Sequential cells coloured by netlist name:
Drawn at 1.5 px/µm.
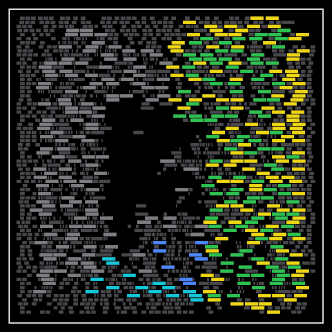
Logic cells by family:
Drawn at 2 px/µm.
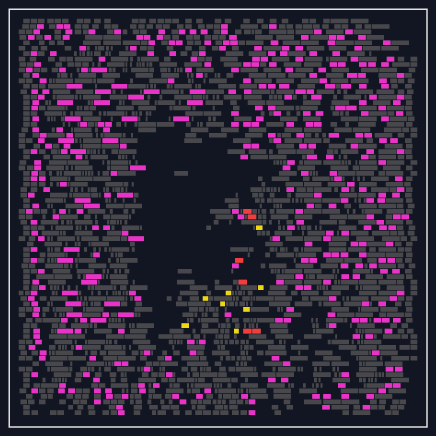
Metal layers overlaid:
Drawn at 2 px/µm.
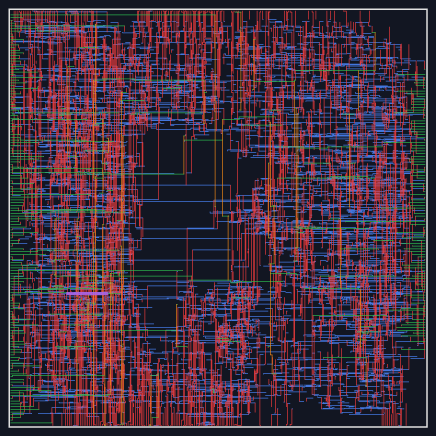
Wires at chosen ports, followed through buffers:
Drawn at 2 px/µm.
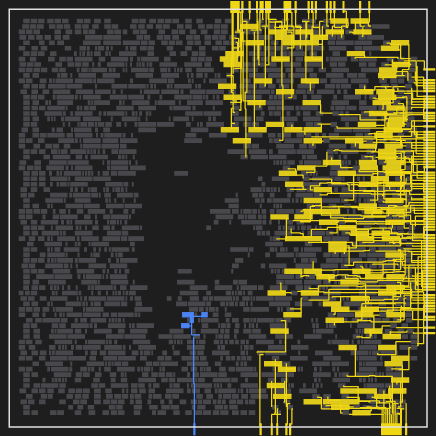
Clock wiring as the flow saved it:
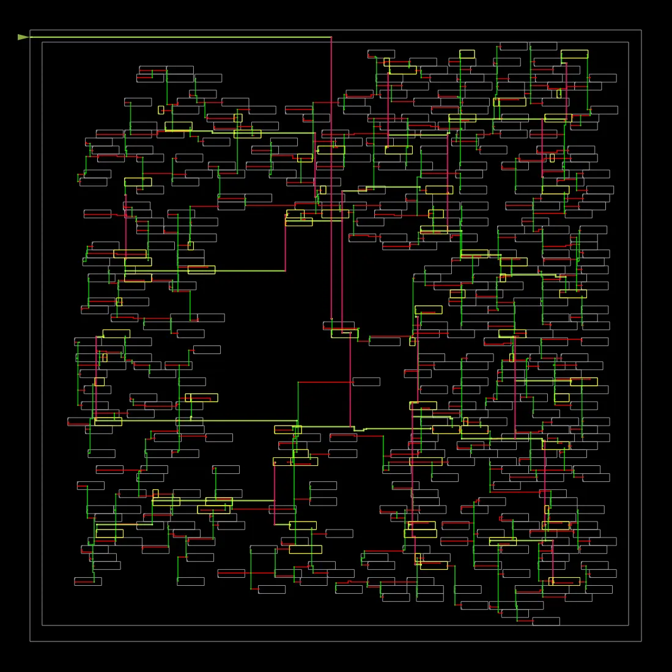
`src/rtl/c2_line_sequencer.sv`:
```
// c2_line_sequencer
// Arbitrates two line-transfer requesters onto the shared C2/D2/A2 bus and
// sequences each transfer. A transfer is a command beat, then the write data beats
// (writes only), then a response wait under a watchdog, then the read data beats
// (reads only), then a one-cycle completion pulse.
//
// Ports
//   clk, RESET                    clock (rising edge), async active-low reset
//   reqN_valid/ready              request handshake, N = 0,1 (round-robin grant)
//   reqN_write/addr/wdata         transfer kind, line address, write line
//   c2_out/c2_oe/c2_in            command pins, split for an external tristate
//   a2                            line address, nonzero only in the command beat
//   d2_out/d2_oe/d2_in            data pins, split for an external tristate
//   rsp_valid/id/err/rdata        completion pulse plus held result fields
//   busy                          transfer in progress
module c2_line_sequencer #(
    parameter int unsigned LINE_BYTES = 16,
    parameter int unsigned BUS_W      = 16,
    parameter int unsigned ADDR_W     = 15,
    parameter int unsigned TIMEOUT    = 255
) (
    input  logic                    clk,
    input  logic                    RESET,
    input  logic                    req0_valid,
    output logic                    req0_ready,
    input  logic                    req0_write,
    input  logic [ADDR_W-1:0]       req0_addr,
    input  logic [LINE_BYTES*8-1:0] req0_wdata,
    input  logic                    req1_valid,
    output logic                    req1_ready,
    input  logic                    req1_write,
    input  logic [ADDR_W-1:0]       req1_addr,
    input  logic [LINE_BYTES*8-1:0] req1_wdata,
    output logic [1:0]              c2_out,
    output logic                    c2_oe,
    input  logic [1:0]              c2_in,
    output logic [ADDR_W-1:0]       a2,
    output logic [BUS_W-1:0]        d2_out,
    output logic                    d2_oe,
    input  logic [BUS_W-1:0]        d2_in,
    output logic                    rsp_valid,
    output logic                    rsp_id,
    output logic                    rsp_err,
    output logic [LINE_BYTES*8-1:0] rsp_rdata,
    output logic                    busy
);

    localparam int unsigned LineW = LINE_BYTES * 8;
    localparam int unsigned Beats = LineW / BUS_W;
    localparam int unsigned BeatW = $clog2(Beats);
    localparam int unsigned WdW   = $clog2(TIMEOUT + 1);

    localparam logic [1:0] C2Nop       = 2'd0;
    localparam logic [1:0] C2Response  = 2'd1;
    localparam logic [1:0] C2ReadLine  = 2'd2;
    localparam logic [1:0] C2WriteLine = 2'd3;

    localparam logic [BeatW-1:0] LastBeat = BeatW'(Beats - 1);
    localparam logic [WdW-1:0]   WdLast   = WdW'(TIMEOUT - 1);

    typedef enum logic [2:0] {
        StIdle,
        StCmd,
        StWdata,
        StWaitRsp,
        StRdata,
        StDone
    } state_e;

    state_e             state_q;
    logic               last_grant_q;
    logic               id_q;
    logic               write_q;
    logic [ADDR_W-1:0]  addr_q;
    logic [LineW-1:0]   wdata_q;
    logic [BeatW-1:0]   beat_q;
    logic [WdW-1:0]     wd_q;
    // The last read beat goes straight into rsp_rdata, so only beats 0..Beats-2 are
    // buffered here.
    logic [LineW-BUS_W-1:0] rbuf_q;
    logic               rsp_id_q;
    logic               rsp_err_q;
    logic [LineW-1:0]   rsp_rdata_q;

    logic grant0;
    logic grant1;

    // Round robin. On a tie the requester that was not granted last time wins.
    assign grant0 = req0_valid & (~req1_valid | last_grant_q);
    assign grant1 = req1_valid & (~req0_valid | ~last_grant_q);

    assign req0_ready = RESET & (state_q == StIdle) & grant0;
    assign req1_ready = RESET & (state_q == StIdle) & grant1;

    always_ff @(posedge clk or negedge RESET) begin
        if (!RESET) begin
            state_q      <= StIdle;
            last_grant_q <= 1'b1;
            id_q         <= 1'b0;
            write_q      <= 1'b0;
            addr_q       <= '0;
            wdata_q      <= '0;
            beat_q       <= '0;
            wd_q         <= '0;
            rbuf_q       <= '0;
            rsp_id_q     <= 1'b0;
            rsp_err_q    <= 1'b0;
            rsp_rdata_q  <= '0;
        end else begin
            unique case (state_q)
                StIdle: begin
                    if (grant0 || grant1) begin
                        id_q         <= grant1;
                        write_q      <= grant1 ? req1_write : req0_write;
                        addr_q       <= grant1 ? req1_addr : req0_addr;
                        wdata_q      <= grant1 ? req1_wdata : req0_wdata;
                        last_grant_q <= grant1;
                        beat_q       <= '0;
                        state_q      <= StCmd;
                    end
                end
                StCmd: begin
                    wd_q <= '0;
                    if (write_q) begin
                        // Beat 0 is driven alongside the command.
                        beat_q  <= beat_q + 1'b1;
                        state_q <= StWdata;
                    end else begin
                        beat_q  <= '0;
                        state_q <= StWaitRsp;
                    end
                end
                StWdata: begin
                    // The counter wraps to 0 after the last beat, ready for a read capture.
                    beat_q <= beat_q + 1'b1;
                    if (beat_q == LastBeat) begin
                        state_q <= StWaitRsp;
                    end
                end
                StWaitRsp: begin
                    // A response beats the watchdog when both happen in the same cycle.
                    if (c2_in == C2Response) begin
                        if (write_q) begin
                            rsp_id_q  <= id_q;
                            rsp_err_q <= 1'b0;
                            state_q   <= StDone;
                        end else begin
                            rbuf_q[BUS_W-1:0] <= d2_in;
                            beat_q            <= beat_q + 1'b1;
                            state_q           <= StRdata;
                        end
                    end else if (wd_q == WdLast) begin
                        rsp_id_q  <= id_q;
                        rsp_err_q <= 1'b1;
                        state_q   <= StDone;
                    end else begin
                        wd_q <= wd_q + 1'b1;
                    end
                end
                StRdata: begin
                    beat_q <= beat_q + 1'b1;
                    if (beat_q == LastBeat) begin
                        rsp_rdata_q <= {d2_in, rbuf_q};
                        rsp_id_q    <= id_q;
                        rsp_err_q   <= 1'b0;
                        state_q     <= StDone;
                    end else begin
                        rbuf_q[int'(beat_q) * BUS_W +: BUS_W] <= d2_in;
                    end
                end
                StDone: begin
                    state_q <= StIdle;
                end
                default: begin
                    state_q <= StIdle;
                end
            endcase
        end
    end

    // Bus outputs are decoded from registered state only, so the async reset clears
    // them at once.
    assign busy      = (state_q != StIdle);
    assign c2_oe     = (state_q == StCmd) | (state_q == StWdata);
    assign c2_out    = (state_q == StCmd) ? (write_q ? C2WriteLine : C2ReadLine) : C2Nop;
    assign a2        = (state_q == StCmd) ? addr_q : '0;
    assign d2_oe     = ((state_q == StCmd) & write_q) | (state_q == StWdata);
    assign d2_out    = d2_oe ? wdata_q[int'(beat_q) * BUS_W +: BUS_W] : '0;
    assign rsp_valid = (state_q == StDone);
    assign rsp_id    = rsp_id_q;
    assign rsp_err   = rsp_err_q;
    assign rsp_rdata = rsp_rdata_q;

endmodule

```
`config.mk`:
```
export PLATFORM = sky130hd
export DESIGN_NAME = c2_line_sequencer
export DESIGN_NICKNAME = d
export VERILOG_FILES = /design/src/rtl/c2_line_sequencer.sv
export SDC_FILE = /design/constraint.sdc
export NUM_CORES = 1
export LEC_CHECK = 0
export CORE_MARGIN = 4
export CORE_UTILIZATION = 45
export DETAILED_ROUTE_END_ITERATION = 8
export PLACE_DENSITY = 0.73
export SETUP_SLACK_MARGIN = 0.5
export SYNTH_ARGS = -nofsm -noshare
export SYNTH_HDL_FRONTEND = slang
export SYNTH_SLANG_ARGS = --single-unit
```
`constraint.sdc`:
```
create_clock -name clk -period 4.1 [get_ports clk]
set_input_delay 0.82 -clock clk [delete_from_list [all_inputs] [get_ports clk]]
set_output_delay 0.82 -clock clk [all_outputs]
set_load 0.05 [all_outputs]
```
==> flow_metrics.tcl <==
# metrics dict for downstream scripts
set metrics [dict create \
    critical-path-top-delay-family "flip-flops" \
    drcViolationCount 0 \
    finalSetupViolCount 0 \
    netlist_instances 1504 \
    final_layout_size_suffix_gt1_share_pct 17.93 \
    fp_util_pct 45.47 \
    synthArstFlopShare_pct 100.0 \
    antenna_found_initial 4 \
    core_mm2 0.03964 \
    cts_tree "yes" \
    routed_via_density 5.316 \
    yosysWarnings 0 \
    area_growth_pct 37.54 \
    slowest_stage "dfrtp_4" \
    place_area_mm2 0.02329 \
    fmaxAchievable_mhz 292.6 \
    dieArea_mm2 0.04332 \
    final_area_mm2 0.02479 \
    yosys_area_mm2 0.01803 \
    first_pass_iters 5 \
    grt_pass1_vias 13820 \
    power_density_mw_per_mm2 657.7 \
    synth_area_leader_cell "dfrtp_1" \
    period_used_pct 83.34 \
    slew_viol_final 0 \
    flop_cell "dfrtp_1" \
    crit_buf_inv 2 \
    nFillCells 3204 \
    ys_seq_share_pct 55.81 \
    swShare_pct 37.90 \
    fin_ws_ns 0.6829 \
    num_rows 73 \
    postCtsHoldBufs 0 \
    most_common_cell "dfrtp_1" \
    dp_cells 2434 \
    p_seq_share_pct 37.0 \
    internal-power_mw 10.13 \
    leakage_nw 11.21 \
    cp_slowest_stage_delay_ns 0.63 \
    critPathLaunch "beat_q[0]" \
    rr_startpoint "beat_q[0]" \
    hold_class "in -> async" \
    cts-buffers-inserted 43 \
    topCellsByArea "dfrtp_1, mux2_2, mux2i_1" \
    cts_root_buffer "clkbuf_16" \
    max-vdd-ir-drop_uv 624.3 \
    yosys_cells 1504 \
    ctsHtreeMaxLevel 2 \
    edf_count 0 \
    clockPowerShare_pct 24.1 \
    maxSlewHeadroom_pct 37.54 \
    clk_pin_slew_ns 0.06 \
    place_congestion 0.8621 \
    end_kind "primary output" \
    cts.sinks 402 \
    synthTopCellsByCount "dfrtp_1, mux2_2, a21oi_1" \
    fin_tns_setup_ns 0 \
    syn-cell-area_mm2 0.01803 \
    die-width_um 208.1 \
    worst_slew_pin_slew_ns 0.9368 \
    grt_pass1_wl_mm 80.81 \
    crit_fanout 15 \
    ys_ff 402 \
    synth.distinct_cells 53 \
    crit_type "reg -> out" \
    worstPathArrival_ns 2.60 \
    postRouteAntennaNets 0 \
    drtIter0Drc 844 \
    hold_violations 0 \
    crit_chain "buf_4 > mux4_2 > nand2_1 > a21oi_1 > buf_4" \
    syn_nets 1820 \
    postSynthAreaPerCell_um2 11.99 \
    clockBufferDepth 3 \
    outcome "finished, final reports clean" \
    p_switching_mw 6.181 \
    comb_power_share_pct 38.8 \
    warnings 33 \
    gr-total-overflow 0 \
    crit_path_start_kind "flip-flop" \
    fin_crit_ns 3.417 \
    critical_path.most_common_cell "buf_4" \
    maxCapViolCount 0 \
    rsz0062_at_grt "no" \
    yosys.area.top_type_share_pct 55.67 \
    critical_path_required_ns 3.28 \
    place_hpwl_mm 39.26 \
    grt_max_degree 165 \
    finalNetCount 2271 \
    die_h_um 208.1 \
    pre_cts_ws_ns 0.7103 \
]
-- 'sequential cells coloured by netlist name' (at the start) --
| signal | colour | flops |
|---|---|---|
| rsp_rdata | yellow | 128 |
| addr_q | cyan | 15 |
| wd_q | blue | 8 |
| rbuf_q | green | 112 |
not coloured: 139
Layout Utilization: 62.54%
Sequential Area: 0.01007 mm²

-- 'logic cells by family' (at the start) --
| family | colour | cells |
|---|---|---|
| mux cells | magenta | 373 |
| fa/ha/maj cells | red | 6 |
| non-inverting ao/oa cells | yellow | 8 |
Comb area share: 30.02%
Non-Filler Instances: 2514
Commonest Layout Cell: clkdlybuf4s50_1

-- 'metal layers overlaid' (at the start) --
| layer | colour | wire length |
|---|---|---|
| metal 2 | red | 27.2 mm |
| metal 1 | blue | 20.9 mm |
| metal 5 | purple | 19.3 µm |
| metal 3 | green | 3520 µm |
| metal 4 | orange | 1800 µm |
total track usage: 23.82%
via count: 13.37k
Routed WL: 53.39 mm
WL/cell: 21.24 µm

-- 'wires at chosen ports, followed through buffers' (at the start) --
| port | colour | bits | direction | edge | end cells | buffers | wire |
|---|---|---|---|---|---|---|---|
| rsp_rdata | yellow | 128 | output | 84 right, 27 top, 17 bottom | 128 | 128 | 5300 µm |
| req0_valid | blue | 1 | input | bottom | 5 | 1 | 72.7 µm |
Buffers on Ports: 478
# IOs: 479

-- 'clock wiring as the flow saved it' (at the start) --
Late-Pin Clk Latency: 0.54 ns
P_clk: 3.93 mW
clock buffers: 56
Worst Skew: 0.01758 ns

## stage by stage
stage	power, mW	hold slack, ns
5_1_grt	17.22	0.2700
2_1_floorplan	10.16	0.4429
6_report	16.31	0.2392
3_5_place_dp	12.44	0.4644
4_1_cts	16.43	0.2516
3_3_place_gp	12.26	0.4570
## kinds of logic after synthesis
kind of cell    Yosys count  synth area share [%]
flops                   402                 55.81
compound gates          245                 7.212
fa+ha+maj                 6                0.4165
mux                     373                 24.48
simple gates            361                 8.899
buf+inv                 115                 3.082
xor+xnor                  2               0.09719
## layout make-up
type,instances,area [µm²],share of cell area [%]
antenna,3,7.507,0.03028
clock buffer,56,1185,4.779
clock inverter,20,254.0,1.024
inverter,12,48.80,0.1968
multi-input combinational,987,7443,30.02
sequential,402,10070,40.62
tap,525,656.9,2.650
timing repair buffer,509,5126,20.68
## final timing paths
path	end	slack (ns)	depth (start not counted)
max	d2_out[9]	0.68	5
min	rsp_rdata[23]	0.24	1
max reg2reg	rbuf_q[74]	1.00	9
min reg2reg	rbuf_q[23]	0.47	2
max in group asynchronous	beat_q[0]	2.56	2
min in group clk	rbuf_q[23]	0.47	2
## routing by layer
layer  GRT usage [%]  vias to the layer above  routed length [µm]
met5               0                        -                  19
met4           7.701                        2                1799
met3           5.277                       93                3524
met2           42.25                      469               27170
met1           29.03                     6632               20870
li1                -                     6169                   -
## power groups by stage
| stage | registers, mW | logic, mW | clock network (mW) |
|---|---|---|---|
| 2_1_floorplan | 6.18 | 3.98 | 0 |
| 3_3_place_gp | 6.06 | 6.20 | 0 |
| 3_5_place_dp | 6.10 | 6.34 | 0 |
| 4_1_cts | 6.03 | 6.39 | 4.01 |
| 5_1_grt | 6.16 | 6.87 | 4.19 |
| 6_report | 6.04 | 6.33 | 3.93 |
## sequential cells by signal, indices dropped and copies added, names as in the netlist, 3 cells and up
register and count:
rsp_rdata 128, addr_q 15, beat_q 3, state_q 3, wd_q 8, rbuf_q 112, wdata_q 128
## placed cells by master, fill, tap and decap left out, drive strengths merged, types with 3 or more instances in the layout
| cell | Yosys | routed |
|---|---|---|
| diode | 0 | 3 |
| a21oi | 168 | 168 |
| mux2i | 148 | 148 |
| clkdlybuf4s50 | 0 | 443 |
| nor2b | 3 | 3 |
| inv | 11 | 11 |
| nand2b | 4 | 4 |
| and2 | 48 | 48 |
| nor3 | 3 | 3 |
| mux4 | 32 | 32 |
| dfrtp | 401 | 401 |
| clkbuf | 34 | 56 |
| mux2 | 193 | 193 |
| buf | 69 | 46 |
| nor2 | 155 | 155 |
| clkinv | 1 | 14 |
| o31ai | 8 | 8 |
| o211ai | 5 | 5 |
| nand4 | 4 | 4 |
| bufinv | 0 | 5 |
| ha | 6 | 6 |
| nand2 | 123 | 123 |
| nand3b | 4 | 4 |
| or3 | 3 | 3 |
| or4 | 3 | 3 |
| dlygate4sd2 | 0 | 5 |
| o21ai | 52 | 52 |
| dlymetal6s2s | 0 | 15 |
## what timing repair did
action                     4_1_cts  5_1_grt
setup endpoints to repair       34       16
resized                          9       17
setup buffers                    1        0
Power is estimated from default activity; no workload was simulated.
